### Metal 2

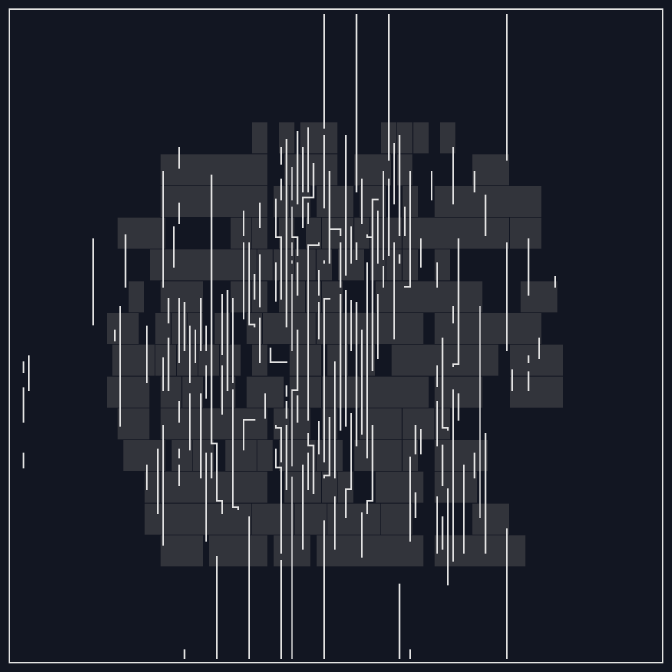
### Logic cells by family

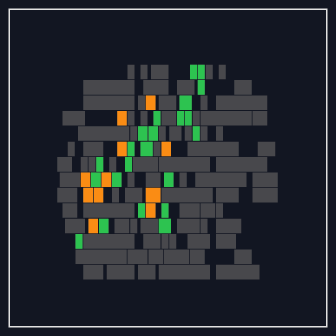
### Cell classes on the final placement

Bar = 20 um.
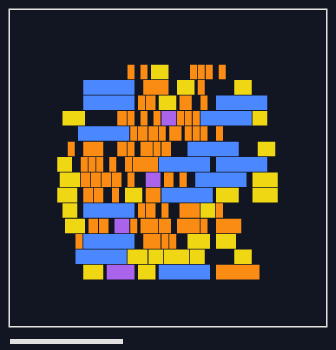
### Routed clock nets over the placement

Bar = 20 um.
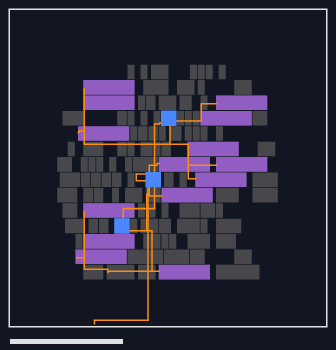
`src/rtl/multdiv_pkg.sv`:
```
// Shared definitions for the iterative multiply/divide sequencer and datapath:
// controller states, per-step arithmetic op encoding, mode constants and the
// per-step op decision helpers for Booth multiply and non-restoring divide.
package multdiv_pkg;

    typedef enum logic [2:0] {
        IDLE  = 3'd0,
        LOAD  = 3'd1,
        RUN   = 3'd2,
        FIXUP = 3'd3,
        DONE  = 3'd4
    } state_e;

    typedef enum logic [1:0] {
        OP_NOP = 2'd0,
        OP_ADD = 2'd1,
        OP_SUB = 2'd2
    } op_e;

    localparam logic MODE_MUL = 1'b0;
    localparam logic MODE_DIV = 1'b1;

    // Radix-2 Booth recoding of the current and previous multiplier bits.
    function automatic op_e booth_op(input logic q0, input logic q_m1);
        op_e op;
        case ({q0, q_m1})
            2'b01:   op = OP_ADD;
            2'b10:   op = OP_SUB;
            default: op = OP_NOP;
        endcase
        return op;
    endfunction

    // Non-restoring divide: the first step always subtracts, later steps
    // add back when the partial remainder went negative.
    function automatic op_e nonrestore_op(input logic first_step, input logic msb);
        op_e op;
        if (first_step) begin
            op = OP_SUB;
        end else if (msb) begin
            op = OP_ADD;
        end else begin
            op = OP_SUB;
        end
        return op;
    endfunction

endpackage

```
`src/rtl/md_step_counter.sv`:
```
// Iteration step counter. Cleared while operands load, advances once per
// iteration and saturates at the final step so it can never wrap.
module md_step_counter #(
    parameter  int WIDTH = 32,
    localparam int CNT_W = $clog2(WIDTH)
) (
    input  logic             clock,
    input  logic             reset_n,
    input  logic             clear,
    input  logic             enable,
    output logic [CNT_W-1:0] step,
    output logic             last
);

    localparam logic [CNT_W-1:0] LAST_STEP = CNT_W'(WIDTH - 1);
    localparam logic [CNT_W-1:0] ONE       = {{(CNT_W-1){1'b0}}, 1'b1};

    logic [CNT_W-1:0] step_r;
    logic             last_s;

    assign last_s = (step_r == LAST_STEP);

    // Step register: clear on load, count while enabled, hold at the last step.
    always_ff @(posedge clock or negedge reset_n) begin
        if (!reset_n) begin
            step_r <= {CNT_W{1'b0}};
        end else if (clear) begin
            step_r <= {CNT_W{1'b0}};
        end else if (enable && !last_s) begin
            step_r <= step_r + ONE;
        end else begin
            step_r <= step_r;
        end
    end

    assign step = step_r;
    assign last = last_s;

endmodule

```
`src/rtl/multdiv_seq_ctrl.sv`:
```
// Sequencer for the shared iterative multiply/divide datapath. Runs WIDTH
// Booth-multiply or non-restoring-divide steps, a remainder restore step for
// divide, and short-circuits divide-by-zero straight to completion.
module multdiv_seq_ctrl
    import multdiv_pkg::*;
#(
    parameter  int WIDTH = 32,
    localparam int CNT_W = $clog2(WIDTH)
) (
    input  logic             clock,
    input  logic             reset_n,
    input  logic             start,
    input  logic             is_div,
    input  logic             divisor_zero,
    input  logic             q0,
    input  logic             q_m1,
    input  logic             msb,
    output logic             load,
    output logic             add,
    output logic             sub,
    output logic             nop,
    output logic             shift,
    output logic             restore,
    output logic             busy,
    output logic             ready,
    output logic             div_by_zero,
    output logic [CNT_W-1:0] step
);

    state_e           state_r;
    logic             mode_r;
    logic             dbz_r;
    logic             load_r;
    logic             busy_r;
    logic             shift_r;
    logic             ready_r;
    logic [CNT_W-1:0] step_s;
    logic             last_s;
    logic             clear_s;
    logic             enable_s;
    op_e              op_s;

    assign clear_s  = (state_r == LOAD);
    assign enable_s = (state_r == RUN);

    md_step_counter #(.WIDTH(WIDTH)) u_step_counter (
        .clock   (clock),
        .reset_n (reset_n),
        .clear   (clear_s),
        .enable  (enable_s),
        .step    (step_s),
        .last    (last_s)
    );

    // Controller FSM; state-only strobes are registered from the next state.
    always_ff @(posedge clock or negedge reset_n) begin
        if (!reset_n) begin
            state_r <= IDLE;
            mode_r  <= MODE_MUL;
            dbz_r   <= 1'b0;
            load_r  <= 1'b0;
            busy_r  <= 1'b0;
            shift_r <= 1'b0;
            ready_r <= 1'b0;
        end else begin
            case (state_r)
                IDLE, DONE: begin
                    if (start) begin
                        state_r <= LOAD;
                        mode_r  <= is_div;
                        dbz_r   <= is_div & divisor_zero;
                        load_r  <= 1'b1;
                        busy_r  <= 1'b1;
                    end else begin
                        state_r <= IDLE;
                        load_r  <= 1'b0;
                        busy_r  <= 1'b0;
                    end
                    shift_r <= 1'b0;
                    ready_r <= 1'b0;
                end
                LOAD: begin
                    load_r <= 1'b0;
                    if (dbz_r) begin
                        state_r <= DONE;
                        busy_r  <= 1'b0;
                        shift_r <= 1'b0;
                        ready_r <= 1'b1;
                    end else begin
                        state_r <= RUN;
                        busy_r  <= 1'b1;
                        shift_r <= 1'b1;
                        ready_r <= 1'b0;
                    end
                end
                RUN: begin
                    load_r <= 1'b0;
                    if (last_s) begin
                        shift_r <= 1'b0;
                        if (mode_r == MODE_DIV) begin
                            state_r <= FIXUP;
                            busy_r  <= 1'b1;
                            ready_r <= 1'b0;
                        end else begin
                            state_r <= DONE;
                            busy_r  <= 1'b0;
                            ready_r <= 1'b1;
                        end
                    end else begin
                        state_r <= RUN;
                        busy_r  <= 1'b1;
                        shift_r <= 1'b1;
                        ready_r <= 1'b0;
                    end
                end
                FIXUP: begin
                    state_r <= DONE;
                    load_r  <= 1'b0;
                    busy_r  <= 1'b0;
                    shift_r <= 1'b0;
                    ready_r <= 1'b1;
                end
                default: begin
                    state_r <= IDLE;
                    load_r  <= 1'b0;
                    busy_r  <= 1'b0;
                    shift_r <= 1'b0;
                    ready_r <= 1'b0;
                end
            endcase
        end
    end

    // Per-step arithmetic op, only meaningful while iterating.
    always_comb begin
        op_s = OP_NOP;
        if (state_r == RUN) begin
            if (mode_r == MODE_DIV) begin
                op_s = nonrestore_op(step_s == {CNT_W{1'b0}}, msb);
            end else begin
                op_s = booth_op(q0, q_m1);
            end
        end else begin
            op_s = OP_NOP;
        end
    end

    assign load        = load_r;
    assign busy        = busy_r;
    assign shift       = shift_r;
    assign ready       = ready_r;
    assign div_by_zero = dbz_r;
    assign step        = step_s;
    assign add         = (op_s == OP_ADD);
    assign sub         = (op_s == OP_SUB);
    assign nop         = (state_r == RUN) && (op_s == OP_NOP);
    assign restore     = (state_r == FIXUP) && msb;

endmodule

```
`config.mk`:
```
export PLATFORM = sky130hd
export DESIGN_NAME = multdiv_seq_ctrl
export DESIGN_NICKNAME = d
export VERILOG_FILES = /design/src/rtl/multdiv_pkg.sv /design/src/rtl/md_step_counter.sv /design/src/rtl/multdiv_seq_ctrl.sv
export SDC_FILE = /design/constraint.sdc
export NUM_CORES = 1
export LEC_CHECK = 0
export ABC_AREA = 1
export CAP_MARGIN = 40
export CORE_MARGIN = 8
export CORE_UTILIZATION = 44
export CTS_CLUSTER_DIAMETER = 80
export CTS_CLUSTER_SIZE = 14
export DETAILED_ROUTE_END_ITERATION = 7
export PLACE_DENSITY = 0.86
export SLEW_MARGIN = 0
export SYNTH_ARGS = -nofsm -noshare
export SYNTH_HDL_FRONTEND = slang
export SYNTH_HIERARCHICAL = 1
export SYNTH_SLANG_ARGS = --single-unit
```
`constraint.sdc`:
```
create_clock -name clock -period 1.75 [get_ports clock]
set_clock_uncertainty 0.1 [all_clocks]
set_input_delay 0.35 -clock clock [delete_from_list [all_inputs] [get_ports clock]]
set_output_delay 0.35 -clock clock [all_outputs]
set_load 0.03 [all_outputs]
```
==> impl_metrics.yaml <==
# physical design summary
final_timing:
  fmax_mhz: 556
  final.setup.worst_slack_ns: -0.0487
  finalSetupViolations: 3
  min_period_ns: 1.80
logic_synthesis:
  syn_inst: 84
  simple_gate_area_frac: 0.274
  synth_cell_types: 18
  edf_count: 0
  synth_seq_share: 0.502
  netlist_area_sq_um: 698
layout:
  area_delta_synth_final_pct: 46.6
  regArea_sq_um: 350
  fillers: 125
  antenna_cells: 0
power_and_ir_drop:
  seqPwrFrac: 0.325
  p_sw_w: 0.000752
grt:
  grt_pass1_vias: 680
  grt_util_all_layers: 0.113
  grt_first_pass_wirelength_um: 2930
status:
  outcome: "finished with violations"
  violations: "setup timing"
critical_path:
  cp_slowest_stage_delay_ns: 0.42
  cp-end-kind: "primary output"
  required_ns: 1.30
route:
  avgViaCountPerCell: 5.22
  dr.pass1.iters: 6
  wl_met3_um: 80
  drc_errors: 0
floorplan:
  num_rows: 14
  ioPinCount: 22
clocking:
  cts.path.max_buffers: 2
placed_design:
  dp_cells: 122
Back to the opening pictures, 'Metal 2':
The layer carries 890 um of wire. The longest straight run is 22.9 um. The layer holds 52% of the routed length. The wires run mostly vertical.
Via Count: 679
DRT Wirelength: 1720 um
M2 GR Usage: 0.204

Back to the opening pictures, 'Logic cells by family':
Green marks NAND gates, cells 22. Orange marks inverting AOI/OAI gates, cells 11.
Comb area share: 0.307
most frequent logic cell in the layout: dfrtp_1
Finished Layout Cells: 130

Back to the opening pictures, 'Cell classes on the final placement':
Orange marks all other logic, cells 70, share of their area 37%. Purple marks clock drivers and dummy loads, cells 4, share of their area 3.6%. Blue marks flip-flops, cells 14, share of their area 35%. Yellow marks other buffers and delay cells, cells 26, share of their area 25%.
Seq/total area: 0.342
Post-Route Utilization: 0.687
CORE AREA: 1490 sq um

Back to the opening pictures, 'Routed clock nets over the placement':
Purple marks flip-flops, count 14. Orange marks clock wires, length 179 um. Blue marks cells driving clock nets, count 3.
There are 4 routed clock nets.
P_clk: 0.000230 W
power share of the clock group: 0.141
Worst-Skew Late Latency: 0.28 ns

## cells in the mapped netlist, types with 2 or more instances
master	instances	area, sq um
nand2_1	13	48.8
nand3_1	6	30.0
ha_1	2	25.0
o21ai_0	6	30.0
a21oi_1	3	15.0
inv_1	10	37.5
nand2_2	3	18.8
nor2_1	13	48.8
dfrtp_1	14	350
inv_2	5	18.8
a22o_1	2	17.5
## placed cells by master, fill, tap and decap left out, drive strengths merged, types with 4 or more instances in the layout
| cell | Yosys | routed |
|---|---|---|
| nand3 | 6 | 6 |
| o21ai | 7 | 7 |
| buf | 0 | 9 |
| nor2 | 14 | 14 |
| dfrtp | 14 | 14 |
| dlygate4sd2 | 0 | 8 |
| inv | 15 | 15 |
| clkdlybuf4s50 | 0 | 6 |
| nand2 | 16 | 16 |
| clkbuf | 0 | 4 |
## worst max-delay path: cells and delay by family, from the launching register on
kind,cells,cell delay [ns]
simple gates,5,0.48
flops,1,0.42
buf+inv,1,0.17
## logic make-up after synthesis
group / Yosys count
compound gates: 13
flops: 14
buf+inv: 15
simple gates: 40
fa+ha+maj: 2
## worst paths after layout
check                                                      to  slack, ns  depth (start not counted)
max                                                       sub      -0.05                          6
max in group asynchronous                state_r[0]$_DFF_PN0_       1.12                          2
min reg2reg                                    load$_DFF_PN0_       0.41                          1
min                        u_step_counter/step[4]$_DFFE_PN0P_       0.27                          2
min in group clock                             load$_DFF_PN0_       0.41                          1
max reg2reg                                   ready$_DFF_PN0_       0.08                          7
## registers in the layout, indices dropped and copies added (netlist names)
register / count
busy: 1
div_by_zero: 1
load: 1
mode_r: 1
ready: 1
shift: 1
state_r: 3
u_step_counter/step: 5
## per-stage QoR
step / hold slack [ns] / area, sq um / TNS [ns]
finish: 0.267 / 1020 / -0.137
global route: 0.264 / 1020 / -0.500
CTS: 0.267 / 993 / -0.220
detailed placement: 0.406 / 937 / -0.116
global placement: 0.399 / 937 / -0.0206
floorplan: -0.0456 / 709 / 0
## power by group through the flow
| stage | sequential (W) | clock, W | combinational (W) |
|---|---|---|---|
| detailed placement | 0.000550 | 0 | 0.000835 |
| CTS | 0.000531 | 0.000235 | 0.000848 |
| floorplan | 0.000693 | 0 | 0.000381 |
| global route | 0.000548 | 0.000255 | 0.000942 |
| finish | 0.000529 | 0.000230 | 0.000870 |
| global placement | 0.000541 | 0 | 0.000814 |
## timing repair
| action | in CTS | in global routing |
|---|---|---|
| gates cloned | 0 | 0 |
| endpoints found under the hold margin | 0 | 0 |
| buffers inserted | 3 | 1 |
| endpoints found under the setup margin | 11 | 8 |
| pin swaps | 2 | 2 |
| gates resized | 10 | 6 |
## layout make-up
cell class	instances	share of cell area
multi-input cells	55	0.307
flip-flops and latches	14	0.342
well taps	16	0.0196
inverters	15	0.0550
clock buffers	4	0.0355
repair buffers	26	0.241
## routing by layer
metal	up-vias	track usage
met1	322	0.116
met3	4	0.0251
met4	0	0.0619
met2	21	0.204
li1	332	-
met5	-	0
Power figures rest on the tool's default switching activity, not on a simulated workload.
